$ cat src/rtl/dcache_pkg.sv
// Shared field widths, tag-word layout and controller states for the L1 data cache.
package dcache_pkg;

  localparam int unsigned TAG_W      = 23;
  localparam int unsigned IDX_W      = 4;
  localparam int unsigned OFS_W      = 5;
  localparam int unsigned LINE_W     = 256;
  localparam int unsigned WORD_W     = 32;
  localparam int unsigned SEL_W      = 3;
  localparam int unsigned WORDS      = LINE_W / WORD_W;
  localparam int unsigned ADDR_W     = TAG_W + IDX_W + OFS_W;
  localparam int unsigned SRAM_TAG_W = TAG_W + 2;
  localparam int unsigned VALID_BIT  = 24;
  localparam int unsigned DIRTY_BIT  = 23;

  typedef enum logic [1:0] {
    S_IDLE      = 2'd0,
    S_WRITEBACK = 2'd1,
    S_ALLOCATE  = 2'd2,
    S_REFILL    = 2'd3
  } state_e;

endpackage

$ cat src/rtl/dcache_word_merge.sv
// Word select and word replace on one cache line; feeds both the load mux and the store merge.
module dcache_word_merge
  import dcache_pkg::*;
(
  input  logic [LINE_W-1:0] line_i,
  input  logic [SEL_W-1:0]  sel_i,
  input  logic [WORD_W-1:0] word_i,
  output logic [WORD_W-1:0] word_c_o,
  output logic [LINE_W-1:0] line_c_o
);

  // Pick the selected word out and splice the new word into the same slot.
  always_comb begin
    word_c_o = '0;
    line_c_o = line_i;
    for (int unsigned w = 0; w < WORDS; w++) begin
      if (sel_i == SEL_W'(w)) begin
        word_c_o                      = line_i[w*WORD_W +: WORD_W];
        line_c_o[w*WORD_W +: WORD_W] = word_i;
      end
    end
  end

endmodule

$ cat src/rtl/dcache_ctrl.sv
// L1 data cache sequencer: SRAM lookup/store-merge, miss handling with write-back and refill, hit/miss counters.
module dcache_ctrl
  import dcache_pkg::*;
#(
  parameter int unsigned CNT_W = 32
) (
  input  logic                  clk_i,
  input  logic                  rst_n_i,
  input  logic                  cpu_req_i,
  input  logic                  cpu_write_i,
  input  logic [ADDR_W-1:0]     cpu_addr_i,
  input  logic [WORD_W-1:0]     cpu_data_i,
  output logic [WORD_W-1:0]     cpu_data_o,
  output logic                  cpu_stall_o,
  output logic [IDX_W-1:0]      sram_addr_o,
  output logic [SRAM_TAG_W-1:0] sram_tag_o,
  output logic [LINE_W-1:0]     sram_data_o,
  output logic                  sram_enable_o,
  output logic                  sram_write_o,
  input  logic [SRAM_TAG_W-1:0] sram_tag_i,
  input  logic [LINE_W-1:0]     sram_data_i,
  input  logic                  sram_hit_i,
  output logic                  mem_enable_o,
  output logic                  mem_write_o,
  output logic [ADDR_W-1:0]     mem_addr_o,
  output logic [LINE_W-1:0]     mem_data_o,
  input  logic [LINE_W-1:0]     mem_data_i,
  input  logic                  mem_ack_i,
  output logic [CNT_W-1:0]      hit_cnt_o,
  output logic [CNT_W-1:0]      miss_cnt_o
);

  state_e             state_q, state_d;
  logic               retry_q, retry_d;
  logic [LINE_W-1:0]  buf_q, buf_d;
  logic [TAG_W-1:0]   victim_tag_q, victim_tag_d;
  logic [TAG_W-1:0]   req_tag_q, req_tag_d;
  logic [IDX_W-1:0]   req_idx_q, req_idx_d;
  logic [CNT_W-1:0]   hit_cnt_q, hit_cnt_d;
  logic [CNT_W-1:0]   miss_cnt_q, miss_cnt_d;

  logic [TAG_W-1:0]   cpu_tag;
  logic [IDX_W-1:0]   cpu_idx;
  logic [SEL_W-1:0]   cpu_word;
  logic [LINE_W-1:0]  merged_line;
  logic [1:0]         unused_byte_ofs;

  assign cpu_tag         = cpu_addr_i[OFS_W+IDX_W +: TAG_W];
  assign cpu_idx         = cpu_addr_i[OFS_W +: IDX_W];
  assign cpu_word        = cpu_addr_i[2 +: SEL_W];
  assign unused_byte_ofs = cpu_addr_i[1:0];

  assign hit_cnt_o  = hit_cnt_q;
  assign miss_cnt_o = miss_cnt_q;

  dcache_word_merge u_merge (
    .line_i   (sram_data_i),
    .sel_i    (cpu_word),
    .word_i   (cpu_data_i),
    .word_c_o (cpu_data_o),
    .line_c_o (merged_line)
  );

  // State, latched miss context, line buffer and counters.
  always_ff @(posedge clk_i or negedge rst_n_i) begin
    if (!rst_n_i) begin
      state_q      <= S_IDLE;
      retry_q      <= 1'b0;
      buf_q        <= '0;
      victim_tag_q <= '0;
      req_tag_q    <= '0;
      req_idx_q    <= '0;
      hit_cnt_q    <= '0;
      miss_cnt_q   <= '0;
    end else begin
      state_q      <= state_d;
      retry_q      <= retry_d;
      buf_q        <= buf_d;
      victim_tag_q <= victim_tag_d;
      req_tag_q    <= req_tag_d;
      req_idx_q    <= req_idx_d;
      hit_cnt_q    <= hit_cnt_d;
      miss_cnt_q   <= miss_cnt_d;
    end
  end

  // Next-state and output decode; the SRAM is never written on an IDLE miss.
  always_comb begin
    state_d       = state_q;
    retry_d       = retry_q;
    buf_d         = buf_q;
    victim_tag_d  = victim_tag_q;
    req_tag_d     = req_tag_q;
    req_idx_d     = req_idx_q;
    hit_cnt_d     = hit_cnt_q;
    miss_cnt_d    = miss_cnt_q;
    cpu_stall_o   = 1'b1;
    sram_enable_o = 1'b0;
    sram_write_o  = 1'b0;
    sram_addr_o   = req_idx_q;
    sram_tag_o    = {1'b1, 1'b0, req_tag_q};
    sram_data_o   = buf_q;
    mem_enable_o  = 1'b0;
    mem_write_o   = 1'b0;
    mem_addr_o    = {req_tag_q, req_idx_q, OFS_W'(0)};
    mem_data_o    = buf_q;

    case (state_q)
      S_IDLE: begin
        sram_enable_o = cpu_req_i;
        sram_addr_o   = cpu_idx;
        sram_tag_o    = {1'b1, cpu_write_i, cpu_tag};
        sram_data_o   = merged_line;
        cpu_stall_o   = cpu_req_i & ~sram_hit_i;
        if (cpu_req_i) begin
          if (sram_hit_i) begin
            sram_write_o = cpu_write_i;
            if (!retry_q && !(&hit_cnt_q)) begin
              hit_cnt_d = hit_cnt_q + CNT_W'(1);
            end
            retry_d = 1'b0;
          end else begin
            if (!(&miss_cnt_q)) begin
              miss_cnt_d = miss_cnt_q + CNT_W'(1);
            end
            buf_d        = sram_data_i;
            victim_tag_d = sram_tag_i[TAG_W-1:0];
            req_tag_d    = cpu_tag;
            req_idx_d    = cpu_idx;
            if (sram_tag_i[VALID_BIT] && sram_tag_i[DIRTY_BIT]) begin
              state_d = S_WRITEBACK;
            end else begin
              state_d = S_ALLOCATE;
            end
          end
        end
      end
      S_WRITEBACK: begin
        mem_enable_o = 1'b1;
        mem_write_o  = 1'b1;
        mem_addr_o   = {victim_tag_q, req_idx_q, OFS_W'(0)};
        if (mem_ack_i) begin
          state_d = S_ALLOCATE;
        end
      end
      S_ALLOCATE: begin
        mem_enable_o = 1'b1;
        if (mem_ack_i) begin
          buf_d   = mem_data_i;
          state_d = S_REFILL;
        end
      end
      S_REFILL: begin
        sram_enable_o = 1'b1;
        sram_write_o  = 1'b1;
        retry_d       = 1'b1;
        state_d       = S_IDLE;
      end
      default: begin
        state_d = S_IDLE;
      end
    endcase
  end

endmodule
$ cat config.mk
export PLATFORM = sky130hd
export DESIGN_NAME = dcache_ctrl
export DESIGN_NICKNAME = d
export VERILOG_FILES = /design/src/rtl/dcache_pkg.sv /design/src/rtl/dcache_word_merge.sv /design/src/rtl/dcache_ctrl.sv
export SDC_FILE = /design/constraint.sdc
export NUM_CORES = 1
export LEC_CHECK = 0
export CORE_AREA = 2 2 500 502
export CTS_CLUSTER_SIZE = 14
export DETAILED_ROUTE_END_ITERATION = 10
export DIE_AREA = 0 0 502 504
export GPL_TIMING_DRIVEN = 0
export PLACE_DENSITY = 0.37
export SLEW_MARGIN = 20
export SYNTH_ARGS = -nofsm -noshare
export SYNTH_HDL_FRONTEND = slang
export SYNTH_SLANG_ARGS = --single-unit
$ cat constraint.sdc
create_clock -name clk_i -period 2.26 [get_ports clk_i]
set_clock_uncertainty 0.1 [all_clocks]
set_input_delay 0.339 -clock clk_i [delete_from_list [all_inputs] [get_ports clk_i]]
set_output_delay 0.339 -clock clk_i [all_outputs]
set_load 0.02 [all_outputs]
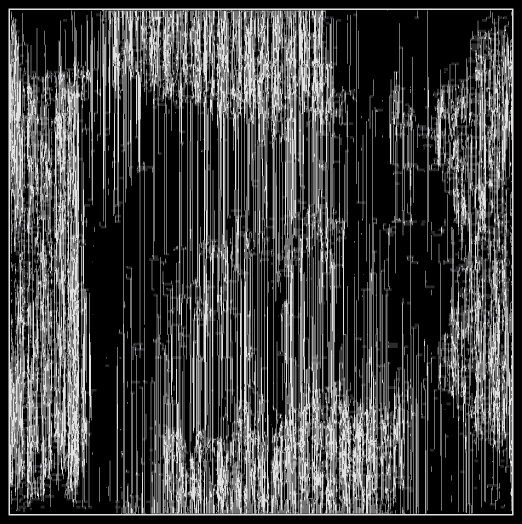
layer_met2.png
Scale: 1 px per um.
share of all routed wire = 48%
main direction = vertical
longest straight run = 342 um
wire length on this layer = 152 mm
Via Count: 31571
Total Wirelength: 316.1 mm
grt met2 use: 0.4130

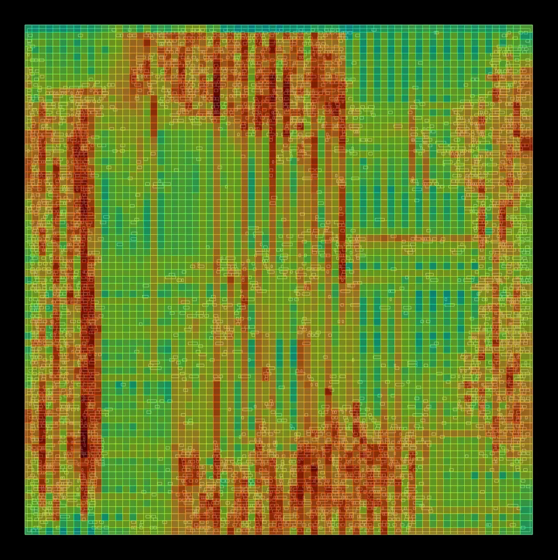
congestion.png
grt met1 use: 0.2719
met3 Track Usage GR: 0.08380

==> notes.md <==
run metrics: Slowest-stage cell, CP=dfrtp_1, required time of the worst setup path=1820 ps, Die W=502 um, actual slew at the worst max-slew pin=1359 ps, area grow syn2layout=106.6%, Post-Route Utilization=0.2077, hpwl dp=around 270 mm, CP top delay family=buffers and inverters, chip area=253000 um2, Peak supply drop=0.6862 mV, Worst path max stage delay=390 ps, synthesis area per yosys=approximately 25000 um2, GR peak layer=met2, GRT Util Overall=0.2391, synthesis-stage register bit count=between 300 and 400, gp weighted congestion=just under 0.9, Tool Warnings=34, Hold Slack=-3.770 ps, number of flip-flops under the largest register name=256, Net count, final=5083, setup ws final=-965.9 ps, Final Cycle Share=1.427, Top logic family=multiplexers, MUX share of area=0.2289, setup repair bufs after CTS=46, Clock Tree Root=clkbuf_16, WP depth=10, Compound Share, Synth=0.1517, hold buffers post-CTS=15, FFs w/ async S/R, synth=1.000, Warnings, synthesis=0, Met1 Wirelength=121.7 mm, met2 wire length=152.1 mm, drt drc=0, CP startpoint kind=register, Row Count=183, run status=finished with violations, final tally of max-slew violations=0, clk slew on worst S/H paths=60 ps, Top cell excl fill/tap=clkdlybuf4s50_1, share of cells above drive strength 1=0.2818, fp util=0.1005, Top Layout Cells=clkdlybuf4s50_1 (849), nor2_1 (516), mux2i_1 (483), Min-Delay Path Class=in2reg, pwr/cell area=1751 nW/um2, Setup Viol. Count Final=between 700 and 800, failing checks=hold timing, setup timing, Synth Cell Area=approximately 25000 um2, CP endpoint=sram_data_o[63], xor+xnor area frac=0.02077, core box area=247500 um2, vias per cell=3.999, r2r setup slk=-620 ps, post-layout minimum cycle time=3226 ps, Most common cell on crit path=clkbuf_16, GR Overflow Total=0, final hold violations=1, clk latency late pin=740 ps, die height=just over 500 um, Fill cells=27355, hold depth=3, CTS tree=yes, WL/cell=around 40 um, Num CTS Buffers=between 50 and 60, Critical Path Start=state_q[1], Post-synth seq share=0.3751, Port Buf Inserts=1238, FMAX=310.0 MHz, slew margin rel.=0.09429, initial antenna violation count=110, antenna viol nets, final=0, Clock Sink Count=373, main flop type=dfrtp_1, # IOs=1281, vias in the first global route=32098, uppermost layer routed=met5, Hold Path Origin=sram_data_i[64], Cells after Synth=2990, Max-Cap Viols=0, RSZ-0062 raised after global routing=true, Iteration-0 DRC Markers=2258, placed instance count=7580, Critical R2R Capture=miss_cnt_o[23], first-pass GRT wire length=386.7 mm, post-cts sizing count=2157, CP Class=reg2out, AND/OR/NAND/NOR Cells, Area Fraction=0.1722, Finished Layout Cells=7895, leakage power=20.82 nW, H-tree levels=2, Synth Area in Adders=0.003017, EDFF count, synth=0, Seq. cell area=9334 um2, router iterations before antenna repair=5, Synth cell types=54, worst-path maximum fanout=7, Buf/Inv on CP=8
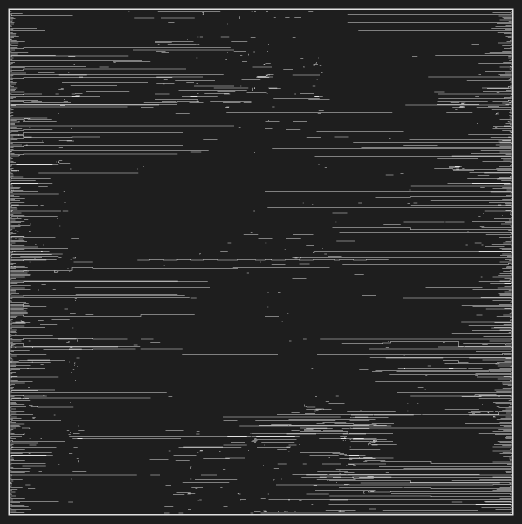
layer_met3.png
Scale: 1 px per um.
longest straight run = 250 um
nets with wire on the layer = 1056
wire length on this layer = 29.2 mm
share of all routed wire = 9.2%

## cells in the mapped netlist, drive strengths merged, types with 4 or more instances
cell type | number | area share
buf | 99 | 0.020
dfrtp | 373 | 0.38
and3 | 14 | 0.0035
o21a | 5 | 0.0015
or3b | 4 | 0.0014
xnor2 | 42 | 0.015
a21oi | 495 | 0.10
ha | 6 | 0.0030
nand3 | 39 | 0.0078
nand2 | 334 | 0.050
a22o | 28 | 0.0099
o22ai | 4 | 0.0010
o21ai | 10 | 0.0020
nor4 | 5 | 0.0024
mux2 | 53 | 0.024
xor2 | 17 | 0.0060
nor2 | 552 | 0.083
mux2i | 507 | 0.20
nand4 | 18 | 0.0045
a211oi | 5 | 0.0017
nor3 | 20 | 0.0044
clkbuf | 175 | 0.026
and4 | 11 | 0.0039
nand3b | 6 | 0.0018
o221ai | 24 | 0.0084
a21o | 24 | 0.0072
nand2b | 4 | 0.0010
a31oi | 68 | 0.017
nor2b | 8 | 0.0020
and2 | 9 | 0.0023
inv | 10 | 0.0015
## report_power, final
part | switching [mW] | internal [mW]
Sequential | 3.31 | 9.64
Combinational | 41.4 | 25.7
Clock | 4.22 | 5.74
Total | 48.9 | 41.1
## layout make-up
type	instances	share of cell area
Antenna cell	48	0.002336
Buffer	268	0.05565
Clock buffer	86	0.03361
Clock inverter	21	0.005451
Inverter	10	0.0007787
Multi-Input combinational cell	2337	0.3461
Sequential cell	373	0.1815
Tap cell	3330	0.08104
Timing Repair Buffer	1422	0.2935
## metrics by stage
| step | total power [mW] | cell area, um2 |
|---|---|---|
| floorplan | 34.31 | 25320 |
| global placement | 69.39 | 41880 |
| detailed placement | 69.84 | 42360 |
| CTS | 88.83 | 48910 |
| global route | 93.82 | 51330 |
| finish | 90.02 | 51420 |
No activity file was given, so power comes from the tool's default toggle rates.
